**config.mk**
```make
export PLATFORM = sky130hd
export DESIGN_NAME = mano_ac_unit_flat
export DESIGN_NICKNAME = d
export VERILOG_FILES = /design/src/rtl/mano_ac_unit_if.sv /design/src/rtl/mano_ac_unit.sv /design/src/flat_wrapper.sv
export SDC_FILE = /design/constraint.sdc
export NUM_CORES = 1
export LEC_CHECK = 0
export ABC_AREA = 1
export CORE_MARGIN = 2
export CORE_UTILIZATION = 60
export CTS_BUF_LIST = sky130_fd_sc_hd__clkbuf_4 sky130_fd_sc_hd__clkbuf_8 sky130_fd_sc_hd__clkbuf_16
export DETAILED_ROUTE_END_ITERATION = 6
export PLACE_DENSITY = 0.9
export SKIP_CTS_REPAIR_TIMING = 1
export SLEW_MARGIN = 40
export SYNTH_ARGS = -nofsm -noshare
export SYNTH_HDL_FRONTEND = slang
export SYNTH_SLANG_ARGS = --single-unit
```
**constraint.sdc**
```tcl
create_clock -name clk -period 2.7 [get_ports clk]
set_input_delay 0.405 -clock clk [delete_from_list [all_inputs] [get_ports clk]]
set_output_delay 0.405 -clock clk [all_outputs]
set_load 0.005 [all_outputs]
```
**src/rtl/mano_ac_unit_if.sv**
```systemverilog
// Op-issue / result handshake between the control unit and the AC unit.
// The control unit is the master; the AC unit is the slave.
interface mano_ac_unit_if #(
    parameter int WIDTH = 8
);
    logic             op_valid;
    logic             op_ready;
    logic [3:0]       op;
    logic [WIDTH-1:0] dr;
    logic [WIDTH-1:0] ac;
    logic             e;
    logic             done;
    logic             busy;
    logic             z;
    logic             n;

    modport master (
        output op_valid, op, dr,
        input  op_ready, ac, e, done, busy, z, n
    );

    modport slave (
        input  op_valid, op, dr,
        output op_ready, ac, e, done, busy, z, n
    );
endinterface

```
**src/rtl/mano_ac_unit.sv**
```systemverilog
// Mano accumulator/ALU: AC and E registers, one micro-op per accept,
// plus a fixed-latency shift-add multiply behind the ready handshake.
module mano_ac_unit #(
    parameter int WIDTH  = 8,
    parameter bit MUL_EN = 1'b1
) (
    input logic            clk,
    input logic            rst,
    mano_ac_unit_if.slave  bus
);
    localparam int CW = $clog2(WIDTH);

    typedef enum logic {IDLE, MUL} state_t;

    state_t             state, state_nx;
    logic [WIDTH-1:0]   ac_q, ac_nx;
    logic               e_q, e_nx;
    logic               done_q;
    logic               rdy, bsy;
    logic [CW-1:0]      cnt;
    logic [2*WIDTH-1:0] mcand, prod, prod_nx;
    logic [WIDTH-1:0]   mplier;
    logic [WIDTH:0]     sum;
    logic               accept, is_mul, last;

    assign accept  = bus.op_valid & rdy;
    assign is_mul  = MUL_EN && (bus.op == 4'd11);
    assign last    = (cnt == CW'(WIDTH - 1));
    assign sum     = {1'b0, ac_q} + {1'b0, bus.dr};
    assign prod_nx = prod + (mplier[0] ? mcand : '0);

    always_ff @(posedge clk) begin
        if (rst) state <= IDLE;
        else     state <= state_nx;
    end

    always_comb begin
        state_nx = state;
        case (state)
            IDLE:    if (accept && is_mul) state_nx = MUL;
            MUL:     if (last) state_nx = IDLE;
            default: state_nx = IDLE;
        endcase
    end

    always_comb begin
        rdy = (state == IDLE);
        bsy = (state == MUL);
    end

    always_comb begin
        ac_nx = ac_q;
        e_nx  = e_q;
        case (bus.op)
            4'd1:    ac_nx = ac_q & bus.dr;
            4'd2:    {e_nx, ac_nx} = sum;
            4'd3:    ac_nx = bus.dr;
            4'd4:    ac_nx = ~ac_q;
            4'd5:    ac_nx = '0;
            4'd6:    e_nx = 1'b0;
            4'd7:    e_nx = ~e_q;
            4'd8: begin
                ac_nx = {e_q, ac_q[WIDTH-1:1]};
                e_nx  = ac_q[0];
            end
            4'd9: begin
                ac_nx = {ac_q[WIDTH-2:0], e_q};
                e_nx  = ac_q[WIDTH-1];
            end
            4'd10:   ac_nx = ac_q + 1'b1;
            default: ;
        endcase
    end

    // MUL: one partial product per cycle, result lands on the last step
    always_ff @(posedge clk) begin
        if (rst) begin
            ac_q   <= '0;
            e_q    <= 1'b0;
            done_q <= 1'b0;
            cnt    <= '0;
            mcand  <= '0;
            mplier <= '0;
            prod   <= '0;
        end else begin
            done_q <= 1'b0;
            if (state == MUL) begin
                prod   <= prod_nx;
                mcand  <= mcand << 1;
                mplier <= mplier >> 1;
                cnt    <= cnt + 1'b1;
                if (last) begin
                    ac_q   <= prod_nx[WIDTH-1:0];
                    e_q    <= |prod_nx[2*WIDTH-1:WIDTH];
                    done_q <= 1'b1;
                end
            end else if (accept) begin
                if (is_mul) begin
                    mcand  <= {{WIDTH{1'b0}}, ac_q};
                    mplier <= bus.dr;
                    prod   <= '0;
                    cnt    <= '0;
                end else begin
                    ac_q   <= ac_nx;
                    e_q    <= e_nx;
                    done_q <= 1'b1;
                end
            end
        end
    end

    assign bus.op_ready = rdy;
    assign bus.busy     = bsy;
    assign bus.ac       = ac_q;
    assign bus.e        = e_q;
    assign bus.done     = done_q;
    assign bus.z        = (ac_q == '0);
    assign bus.n        = ac_q[WIDTH-1];
endmodule

```
**src/flat_wrapper.sv**
```systemverilog
// flat-port wrapper written by rule: the top's interface ports become plain ports
module mano_ac_unit_flat 
#(
    parameter int WIDTH  = 8,
    parameter bit MUL_EN = 1'b1
)
  (clk, rst, bus_op_valid, bus_op, bus_dr, bus_op_ready, bus_ac, bus_e, bus_done, bus_busy, bus_z, bus_n);
  mano_ac_unit_if #(.WIDTH(WIDTH)) bus_i ();
  input logic clk;
  input logic rst;
  input wire logic [$bits(bus_i.op_valid)-1:0] bus_op_valid;
  input wire logic [$bits(bus_i.op)-1:0] bus_op;
  input wire logic [$bits(bus_i.dr)-1:0] bus_dr;
  output wire logic [$bits(bus_i.op_ready)-1:0] bus_op_ready;
  output wire logic [$bits(bus_i.ac)-1:0] bus_ac;
  output wire logic [$bits(bus_i.e)-1:0] bus_e;
  output wire logic [$bits(bus_i.done)-1:0] bus_done;
  output wire logic [$bits(bus_i.busy)-1:0] bus_busy;
  output wire logic [$bits(bus_i.z)-1:0] bus_z;
  output wire logic [$bits(bus_i.n)-1:0] bus_n;
  assign bus_i.op_valid = bus_op_valid;
  assign bus_i.op = bus_op;
  assign bus_i.dr = bus_dr;
  assign bus_op_ready = bus_i.op_ready;
  assign bus_ac = bus_i.ac;
  assign bus_e = bus_i.e;
  assign bus_done = bus_i.done;
  assign bus_busy = bus_i.busy;
  assign bus_z = bus_i.z;
  assign bus_n = bus_i.n;
  mano_ac_unit #(.WIDTH(WIDTH), .MUL_EN(MUL_EN)) u_core (.clk(clk), .rst(rst), .bus(bus_i));
endmodule
```
==> deck_impl_summary.md <==
Synthesis and Place & Route Summary

Final layout
  • Layout filler cell count: 559
  • Clock buffers: 5
  • FF/Latch Area: 1080 sq um

GRT
  • Vias in the first global route: 4105
  • Largest net degree at the start of global routing: 40
  • Total gr overflow: 0

Clock tree
  • Buffer depth of the longest clock path: 2
  • CTS buffer count: 5
  • CTS tree: done

Timing
  • Worst-Margin Slew: 0.534 ns
  • Count of final setup violators: 0

Synthesis
  • Synth top area cells: dfxtp_1 (27%), nand2_1 (20%), inv_1 (8.9%)
  • Top comb family, area: simple AND/OR/NAND/NOR gates
  • Synth Area per Inst: 6.01 sq um
  • Post-synthesis xor/xnor area fraction: 0.216%

Power and ir drop
  • Seq pwr: 0.000846 W
  • Reg power frac: 48.7%

Die
  • # IOs: 29
  • Core area: 6460 sq um

Routing
  • Antenna-violating nets left: 0

Run status
  • Status: completed

Setup path
  • Crit path DRT: 2.91 ns
  • Critical Path, Cell by Cell: buf_4 > nand2_1 > inv_1 > ha_1 > fa_1 > nand2_1 > nand2_1 > nand3_1 > nand2_1 > nand2_1 > nand3_1 > nand2_1 > nand2_1 > nor2_1 > nand2_1 > nand2_1 > a21oi_1

Placed design
  • DP HPWL: 8.82 mm
## per-stage QoR
stage	setup slack (ns)	util, %
floorplan	0.561	-
finish	0.219	70.5
detailed placement	0.208	68.7
global placement	0.266	68.7
global route	0.103	70.5
CTS	0.257	70.5
## flip-flops by register name, summed over array words and instances, names as in the netlist
name             flops
u_core.bus.e         1
u_core.bus.ac        8
u_core.mcand        16
u_core.cnt           3
u_core.mplier        8
u_core.bus.busy      1
u_core.bus.done      1
u_core.prod         16
## cells in the final DEF, fill, tap and decap left out, drive strengths merged
cell | netlist | final
a21oi | 66 | 66
a221oi | 2 | 2
a22oi | 3 | 3
a31oi | 15 | 15
a32oi | 1 | 1
and2 | 2 | 2
buf | 8 | 11
bufinv | 0 | 1
clkbuf | 14 | 5
clkdlybuf4s50 | 0 | 28
clkinv | 1 | 2
dfxtp | 54 | 54
fa | 2 | 2
ha | 27 | 27
inv | 98 | 99
nand2 | 222 | 222
nand3 | 43 | 43
nand3b | 3 | 3
nand4 | 9 | 9
nor2 | 57 | 57
nor3 | 4 | 4
nor3b | 1 | 1
nor4 | 1 | 1
o2111ai | 1 | 1
o211ai | 4 | 4
o21ai | 27 | 27
o21bai | 2 | 2
o22ai | 5 | 5
or2 | 3 | 3
xor2 | 1 | 1
## worst min path at each step
stage	depth (start not counted)	endpoint	startpoint	slack [ns]
2_1_floorplan	1	u_core.cnt[0]	u_core.cnt[0]	0.43
3_3_place_gp	2	u_core.mcand[15]	u_core.mcand[15]	0.45
3_5_place_dp	2	u_core.mcand[15]	u_core.mcand[15]	0.46
4_1_cts	2	u_core.mcand[15]	u_core.mcand[15]	0.48
5_1_grt	2	u_core.mcand[14]	u_core.mcand[13]	0.50
6_report	2	u_core.mplier[5]	u_core.mplier[5]	0.48
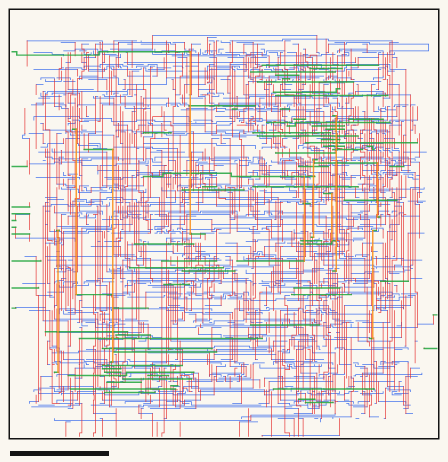
Fig. 1. Wiring by layer.
Scale bar: 20 um.
Key: orange = M4 [wire length 248 um]; blue = M1 [wire length 5250 um]; red = M2 [wire length 5220 um]; green = M3 [wire length 827 um]
Post-Route WL: 11.5 mm
Wirelength per Cell: 14.8 um
gr usage total: 31.5%

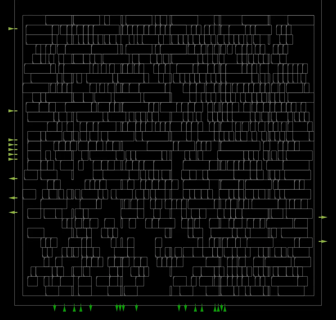
Fig. 2. Cell outlines without signal wires.
utilization after layout: 70.5%
flop share of the area: 23.8%
# Taps: 77

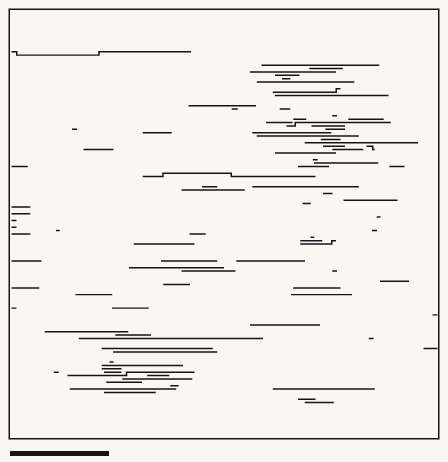
Fig. 3. The metal 3 layer.
Scale bar: 20 um.
The wires run mostly horizontal. The layer holds 7.2% of the routed length. The longest straight run is 36.8 um.

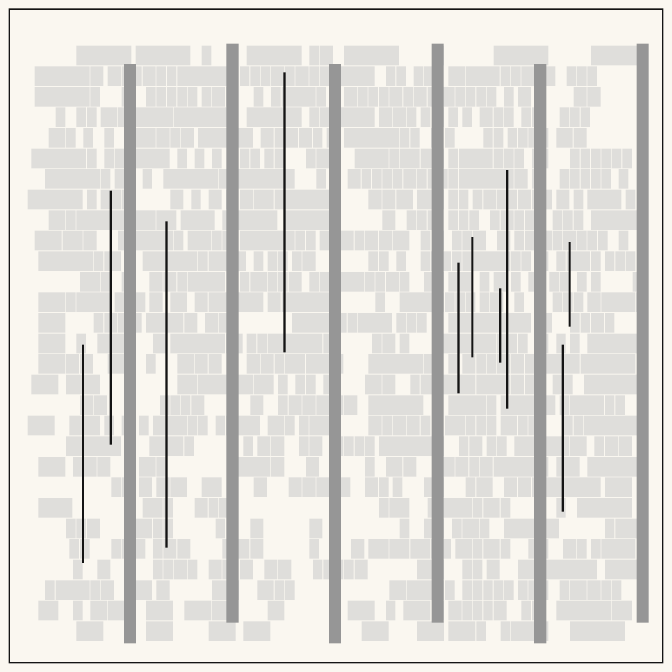
Fig. 4. Metal 4.
Supply wires on this layer in gray. Cells faint in the background.
The layer carries 248 um of wire. 10 nets have wire on it. The wires run mostly vertical. The longest straight run is 42.8 um.
DR vias: 4433

Power figures rest on the tool's default switching activity, not on a simulated workload.
